==> run_1/clocks.png <==
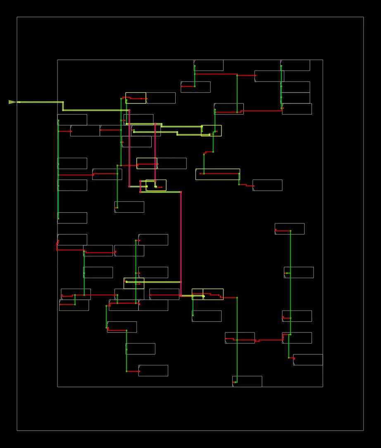
==> run_1/placement_by_type.png <==
Scale: 4 px per um.
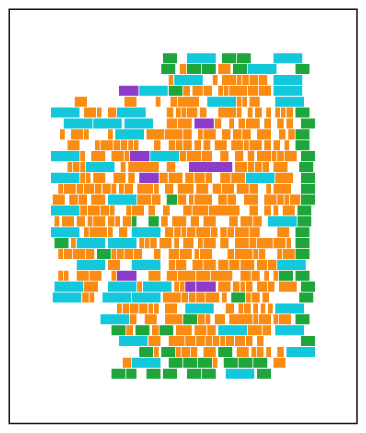
==> run_1/sizes.png <==
Scale: 3 px per um.
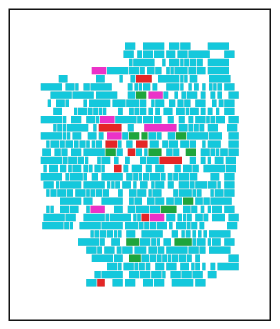
==> run_1/metal_density.png <==
Scale: 4 px per um. The die is cut into 17 by 21 equal tiles; dark purple is low, yellow is high, scaled to the fullest tile. Values are wire area over tile area, all layers added.
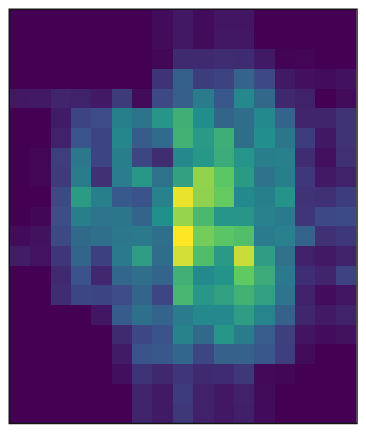
`src/rtl/fcounter_core.sv`:
```
// Count-up stopwatch core: 10 ms prescaler, packed-BCD min:sec:hundredths cascade, sticky limit flag.
// Optional lap hold registers are built when FCOUNTER_LAP_EN is defined.
module fcounter_core #(
    parameter int unsigned TICK_DIV = 1_000_000
) (
    input  logic       clk_core,
    input  logic       rst,
    input  logic       en,
    input  logic [7:0] min_i,
    input  logic [7:0] sec_i,
    input  logic [7:0] ms_10_i,
    input  logic       lap,
    output logic [7:0] min_o,
    output logic [7:0] sec_o,
    output logic [7:0] ms_10_o,
    output logic       time_out
);

    localparam int unsigned PW = (TICK_DIV > 2) ? $clog2(TICK_DIV) : 1;
    localparam logic [PW-1:0] PRESC_MAX = PW'(TICK_DIV - 1);

    logic [PW-1:0] presc_q, presc_d;
    logic [7:0]    min_q, min_d;
    logic [7:0]    sec_q, sec_d;
    logic [7:0]    ms_q, ms_d;
    logic          time_out_q, time_out_d;

    logic running;
    logic tick;
    logic ms_lo_wrap, ms_wrap;
    logic sec_lo_wrap, sec_wrap;
    logic min_lo_wrap;

    always_comb begin
        running = en && !time_out_q;
        tick    = running && (presc_q == PRESC_MAX);

        presc_d = presc_q;
        if (running) begin
            presc_d = tick ? '0 : presc_q + 1'b1;
        end

        ms_lo_wrap  = (ms_q[3:0] == 4'd9);
        ms_wrap     = ms_lo_wrap && (ms_q[7:4] == 4'd9);
        sec_lo_wrap = (sec_q[3:0] == 4'd9);
        sec_wrap    = sec_lo_wrap && (sec_q[7:4] == 4'd5);
        min_lo_wrap = (min_q[3:0] == 4'd9);

        min_d = min_q;
        sec_d = sec_q;
        ms_d  = ms_q;
        if (tick) begin
            ms_d[3:0] = ms_lo_wrap ? 4'd0 : ms_q[3:0] + 4'd1;
            if (ms_lo_wrap) begin
                ms_d[7:4] = ms_wrap ? 4'd0 : ms_q[7:4] + 4'd1;
            end
            if (ms_wrap) begin
                sec_d[3:0] = sec_lo_wrap ? 4'd0 : sec_q[3:0] + 4'd1;
                if (sec_lo_wrap) begin
                    sec_d[7:4] = sec_wrap ? 4'd0 : sec_q[7:4] + 4'd1;
                end
            end
            // 99:59:99 rolls over silently; only the limit compare raises the flag
            if (ms_wrap && sec_wrap) begin
                min_d[3:0] = min_lo_wrap ? 4'd0 : min_q[3:0] + 4'd1;
                if (min_lo_wrap) begin
                    min_d[7:4] = (min_q[7:4] == 4'd9) ? 4'd0 : min_q[7:4] + 4'd1;
                end
            end
        end

        // Compare the next count so the flag rises on the same edge the count reaches the limit
        time_out_d = time_out_q;
        if (running && ({min_d, sec_d, ms_d} == {min_i, sec_i, ms_10_i})) begin
            time_out_d = 1'b1;
        end
    end

    always_ff @(posedge clk_core) begin
        if (rst) begin
            presc_q    <= '0;
            min_q      <= '0;
            sec_q      <= '0;
            ms_q       <= '0;
            time_out_q <= 1'b0;
        end else begin
            presc_q    <= presc_d;
            min_q      <= min_d;
            sec_q      <= sec_d;
            ms_q       <= ms_d;
            time_out_q <= time_out_d;
        end
    end

    assign time_out = time_out_q;

`ifdef FCOUNTER_LAP_EN
    logic       hold_q, hold_d;
    logic [7:0] hmin_q, hmin_d;
    logic [7:0] hsec_q, hsec_d;
    logic [7:0] hms_q, hms_d;

    always_comb begin
        hold_d = hold_q;
        hmin_d = hmin_q;
        hsec_d = hsec_q;
        hms_d  = hms_q;
        if (lap) begin
            hold_d = !hold_q;
            if (!hold_q) begin
                hmin_d = min_q;
                hsec_d = sec_q;
                hms_d  = ms_q;
            end
        end
    end

    always_ff @(posedge clk_core) begin
        if (rst) begin
            hold_q <= 1'b0;
            hmin_q <= '0;
            hsec_q <= '0;
            hms_q  <= '0;
        end else begin
            hold_q <= hold_d;
            hmin_q <= hmin_d;
            hsec_q <= hsec_d;
            hms_q  <= hms_d;
        end
    end

    always_comb begin
        min_o   = hold_q ? hmin_q : min_q;
        sec_o   = hold_q ? hsec_q : sec_q;
        ms_10_o = hold_q ? hms_q  : ms_q;
    end
`else
    logic unused_lap;
    assign unused_lap = lap;

    always_comb begin
        min_o   = min_q;
        sec_o   = sec_q;
        ms_10_o = ms_q;
    end
`endif

endmodule

```
`config.mk`:
```
export PLATFORM = sky130hd
export DESIGN_NAME = fcounter_core
export DESIGN_NICKNAME = d
export VERILOG_FILES = /design/src/rtl/fcounter_core.sv
export SDC_FILE = /design/constraint.sdc
export NUM_CORES = 1
export LEC_CHECK = 0
export CAP_MARGIN = 20
export CORE_ASPECT_RATIO = 1.25
export CORE_MARGIN = 10
export CORE_UTILIZATION = 58
export CTS_CLUSTER_DIAMETER = 40
export CTS_CLUSTER_SIZE = 30
export DETAILED_ROUTE_END_ITERATION = 8
export GPL_ROUTABILITY_DRIVEN = 0
export HOLD_SLACK_MARGIN = 0.1
export MAX_ROUTING_LAYER = met4
export PLACE_DENSITY = 0.95
export RECOVER_POWER = 25
export SKIP_CTS_REPAIR_TIMING = 1
export SYNTH_ARGS = -nofsm -noshare
export SYNTH_HDL_FRONTEND = slang
export SYNTH_SLANG_ARGS = --single-unit
```
`constraint.sdc`:
```
create_clock -name clk_core -period 4.7 [get_ports clk_core]
set_input_delay 0.94 -clock clk_core [delete_from_list [all_inputs] [get_ports clk_core]]
set_output_delay 0.94 -clock clk_core [all_outputs]
set_load 0.01 [all_outputs]
```
==> results.cfg, run 1 <==
; flow metrics
[final_layout]
most-common-layout-cells = 53 x nor2_1, 45 x dfxtp_1, 35 x clkdlybuf4s50_1
seqCellArea_um2 = 901
insertedDiodeCount = 0
area_growth_pct = 20.2
clkCellAreaFrac = 0.0311
lay_top_count = nor2_1
logic_gate_count = 331

[drt]
viasPerCell = 6.41
drt_pass1_iterations = 6
postRouteAntennaNets = 0
drt_iter0_markers = 290

[setup_path]
critPathCapture = time_out
required_ns = 4.91
cp.depth = 10
critical_path_arrival_ns = 4.02
cp.buffers_inverters = 2
cp-end-kind = flop
worst_path_max_delay_cell = dlygate4sd3_1
startpoint = en
crit_family = simple AND/OR/NAND/NOR gates
cp_cell_sequence = dlygate4sd3_1 -> nor2b_1 -> clkbuf_1 -> and4_1 -> nand4_1 -> or3_1 -> a32o_1 -> nor4_1 -> nand4_1 -> o41ai_2

[global_route]
grt_pass1_wl_mm = 14.8
grt_max_degree = 32
overflow = 0

[yosys]
ys.warnings.count = 0
netlist_instances = 400
synth-async-reset-ratio = 0
synthesis.area_um2 = 3210
ff_type = dfxtp_1
numSynthFlops = 45
edf_count = 0
avgSynthCellArea_um2 = 8.02
seq_area_frac_synth = 0.281
yosys.area.top_type = dfxtp_1
top_cell_area_share = 0.281

[die]
core-area_um2 = 5410
tap_cells = 64
fp_util = 0.594
die_width_um = 86.5
ios = 53

[clock_tree]
clock_sinks = 45
clkTransAtPathRegs_ns = 0.09
clock-root-buffer = clkbuf_8
clk_latency_ns = 0.31

[sta]
timing.final.crit_share = 0.810
worstMarginPinSlew_ns = 0.662
rsz0062_at_grt = false
tns_ns = 0
finalSetupViolCount = 0
fmax_ghz = 0.263

[run_status]
outcome = complete, no violations

[job]
warning_count = 32

[power]
powerDensity_nw_per_um2 = 196

[placement]
io_buffer_count = 51
place_hpwl_mm = 7.06

[min_path]
holdCritStartpoint = presc_q[1]
About clocks.png:
P_clk: 0.000313 W
CLK BUF: 6
clk_skew: 0.00837 ns
CTS buffer count: 5

About placement_by_type.png:
purple -> clock drivers and dummy loads  # cells 8, share of their area 3.2%
green -> remaining buffers and delay cells  # cells 55, share of their area 14%
cyan -> sequential cells  # cells 45, share of their area 24%
orange -> combinational and other logic  # cells 339, share of their area 59%
Finished Cell Area: 3860 um^2
utilization after layout: 0.714
Rows: 30

About sizes.png:
red -> _3 and _4 cells  # cells 9, share 2.0%, most used buf_4
cyan -> _0 and _1 cells  # cells 419, share 94%, most used nor2_1
green -> _2 cells  # cells 12, share 2.7%, most used nand3_2
magenta -> _6 and larger  # cells 7, share 1.6%, most used clkbuf_8
Buffers, non-clock: 55
final setup margin: 0.894 ns

About metal_density.png:
emptiest ninth of the die = lower left
tiles over half the peak = 12%
densest ninth of the die = centre
vias post-DR: 3273
Routed WL: 9.19 mm
routed len/inst: 18.0 um
GRT Total Usage: 0.208

[run 1: registers in the layout (all words and copies together) (netlist names)]
register,cells
ms_10_o,8
min_o,8
time_out,1
sec_o,8
presc_q,20
[run 1: power breakdown]
group / internal, W / switching, W / total, W
sequential: 0.000382 / 0.00000144 / 0.000384
clock: 0.000173 / 0.000140 / 0.000313
combinational: 0.0000325 / 0.0000285 / 0.0000609
[run 1: logic make-up (layout without fill, tap and decap cells)]
family                   count (synthesis)  in the layout  share of synthesized area
XOR/XNOR                                36             36                     0.0982
multiplexers                            11             11                     0.0363
adder cells (fa/ha/maj)                 11             11                     0.0429
AND/OR/NAND/NOR                        210            210                      0.374
AND-OR/OR-AND                           63             63                      0.131
buffers and inverters                   24             71                     0.0366
flip-flops                              45             45                      0.281
[run 1: stage by stage]
| step | worst slack [ns] | hold slack (ns) | power, W | util | cells |
|---|---|---|---|---|---|
| 6_report | 0.894 | 0.519 | 0.000758 | 0.714 | 511 |
| 5_1_grt | 0.767 | 0.538 | 0.000779 | 0.714 | 511 |
| 4_1_cts | 1.00 | 0.517 | 0.000761 | 0.715 | 511 |
| 3_5_place_dp | 0.682 | 0.499 | 0.000452 | 0.692 | 503 |
| 3_3_place_gp | 0.811 | 0.461 | 0.000451 | 0.692 | 503 |
| 2_1_floorplan | 1.64 | 0.449 | 0.000418 | - | 400 |
[run 1: layer usage]
metal / track usage / vias up / share of wire
li1: - / 1542 / -
met1: 0.214 / 1505 / 0.38
met2: 0.362 / 175 / 0.51
met3: 0.0411 / 51 / 0.069
met4: 0.121 / 0 / 0.049
met5: - / - / 0
[run 1: tightest hold or removal path: cells and delay by family, from the launching register on]
family	cells	cell delay [ns]
compound gates	1	0.06
simple gates	1	0.07
flops	1	0.34
==> run 2, diff against run 1 <==
--- a/config.mk
+++ b/config.mk
@@ -8,14 +8,14 @@
 export CAP_MARGIN = 20
 export CORE_ASPECT_RATIO = 1.25
 export CORE_MARGIN = 10
-export CORE_UTILIZATION = 58
+export CORE_UTILIZATION = 54
 export CTS_CLUSTER_DIAMETER = 40
 export CTS_CLUSTER_SIZE = 30
 export DETAILED_ROUTE_END_ITERATION = 8
 export GPL_ROUTABILITY_DRIVEN = 0
 export HOLD_SLACK_MARGIN = 0.1
 export MAX_ROUTING_LAYER = met4
-export PLACE_DENSITY = 0.95
+export PLACE_DENSITY = 0.91
 export RECOVER_POWER = 25
 export SKIP_CTS_REPAIR_TIMING = 1
 export SYNTH_ARGS = -nofsm -noshare
==> constraint.sdc (replaced) <==
create_clock -name clk_core -period 3.6 [get_ports clk_core]
set_input_delay 0.72 -clock clk_core [delete_from_list [all_inputs] [get_ports clk_core]]
set_output_delay 0.72 -clock clk_core [all_outputs]
set_load 0.01 [all_outputs]
==> run_2/sizes.png <==
Scale: 2 px per um.
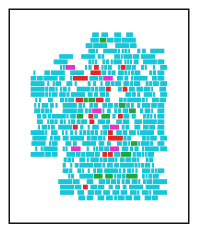
red -> _3 and _4 cells  # cells 17, share 3.7%, most used buf_4
cyan -> _0 and _1 cells  # cells 419, share 92%, most used nor2_1
magenta -> _6 and larger  # cells 6, share 1.3%, most used clkbuf_8
green -> _2 cells  # cells 12, share 2.6%, most used nand3_2
Finished Cell Area: 3890 um^2
synthesis-to-finish area growth: 21.2%
final setup margin: 0.315 ns

==> results.cfg, run 2 <==
; flow metrics
[setup_path]
required_ns = 3.81
reg2regPathDepth = 9
cp-end-kind = flop
cp_max_fo = 7
cp_cell_sequence = clkdlybuf4s50_1 -> nor2b_1 -> buf_4 -> and4_1 -> nand4_1 -> or3_1 -> a32o_1 -> nor4_1 -> nand4_1 -> o41ai_2
critical_path_arrival_ns = 3.50

[final_layout]
most-common-layout-cells = 53 x nor2_1, 45 x dfxtp_1, 36 x clkdlybuf4s50_1
largest_register_ffs = 20
fill_cells = 468
top_register = presc_q
lay_top_count = nor2_1
insertedDiodeCount = 0

[sta]
fmax_ghz = 0.304
rsz0062_at_grt = false
timing.final.crit_share = 0.912
tns_ns = 0
worst_clock_skew_ns = 0.00972
worstMarginPinSlew_ns = 0.609
finalSetupViolCount = 0

[yosys]
edf_count = 0
synth-async-reset-ratio = 0
top_logic_kind = simple AND/OR/NAND/NOR gates
numSynthFlops = 45
synth.cellmix.simpleShare = 0.374
syn_nets = 439
adder_share = 0.0429
ys_sh_aoi = 0.131
ys.warnings.count = 0
synthesis.area_um2 = 3210
avgSynthCellArea_um2 = 8.02
ff_type = dfxtp_1
xor_share = 0.0982

[clock_tree]
cts_buffers = 5
clock-root-buffer = clkbuf_8
clk_latency_ns = 0.30
clock_sinks = 45
clkTransAtPathRegs_ns = 0.09
cts_buffer_depth = 2

[global_route]
grt_pass1_wl_mm = 14.9
grt_usage = 0.198
grt_max_degree = 31
antenna_found_initial = 0

[power]
leakagePower_nw = 1.39
powerDensity_nw_per_um2 = 232
power_w = 0.000901

[job]
warning_count = 32

[min_path]
whs_path_depth = 2
holdCritStartpoint = presc_q[1]

[run_status]
outcome = complete, no violations

[drt]
drt_iter0_markers = 237
vias = 3337
routed_wl_mm = 9.23
drt_pass1_iterations = 5
viasPerCell = 6.42
postRouteAntennaNets = 0
wire_per_inst_um = 17.8

[placement]
io_buffer_count = 51
place_hpwl_mm = 7.18

[die]
die_width_um = 89.0
fp_util = 0.555
ios = 53
==> run_2/placement_by_type.png <==
Scale: 4 px per um.
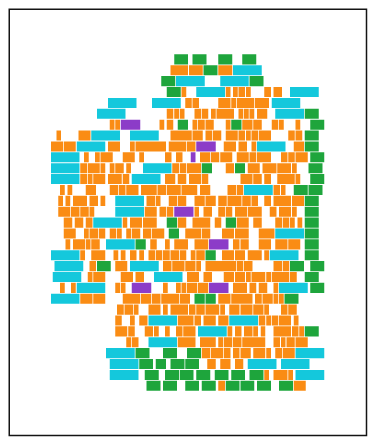
orange -> combinational and other logic  # cells 339, share of their area 58%
cyan -> sequential cells  # cells 45, share of their area 24%
purple -> clock drivers and dummy loads  # cells 7, share of their area 2.3%
green -> remaining buffers and delay cells  # cells 63, share of their area 16%
Rows: 31
core area: 5780 um^2

## run 2: cell counts after synthesis
No cell type changed its count.
## run 2: critical path: cells and delay by family
kind | cells | cell delay [ns]
and+or+nand+nor | 6 | 1.58
buffers and inverters | 2 | 0.66
AOI/OAI and AO/OA | 2 | 0.54
## run 2: how the worst max path moves through the flow
| stage | from | end |
|---|---|---|
| final | en | time_out |
| after CTS | min_o[0] | time_out |
| after global routing | en | time_out |
| after floorplan | en | time_out |
| after detailed placement | en | time_out |
| after global placement | en | time_out |
## run 2: report_power, final
part | leakage [nW] | switching (W) | internal [W]
Clock | 0.0443 | 0.000168 | 0.000153
Combinational | 0.983 | 0.0000373 | 0.0000430
Sequential | 0.363 | 0.00000150 | 0.000499
Total | 1.39 | 0.000207 | 0.000695
## run 2: final cells by class
type,instances,area (um^2),share of cell area
clock buffers,7,86.3,0.0222
inverters,8,30.0,0.00772
multi-input cells,331,2190,0.563
flip-flops and latches,45,901,0.232
well taps,66,82.6,0.0212
repair buffers,63,601,0.154
## run 2: layer usage
metal	track usage	vias up	part of all wire
met1	0.209	1549	0.38
li1	-	1562	-
met5	-	-	0
met2	0.341	172	0.50
met3	0.0374	54	0.070
met4	0.0991	0	0.049
## run 2: per-stage QoR
stage	cell area [um^2]	hold slack, ns	instances	util	setup WS, ns
global placement	3800	0.461	513	0.658	0.0990
CTS	3890	0.492	520	0.673	0.361
global route	3890	0.539	520	0.673	0.136
detailed placement	3800	0.484	513	0.658	0.0696
floorplan	3210	0.449	400	-	0.764
finish	3890	0.487	520	0.673	0.315
Power and IR drop assume default switching activity.
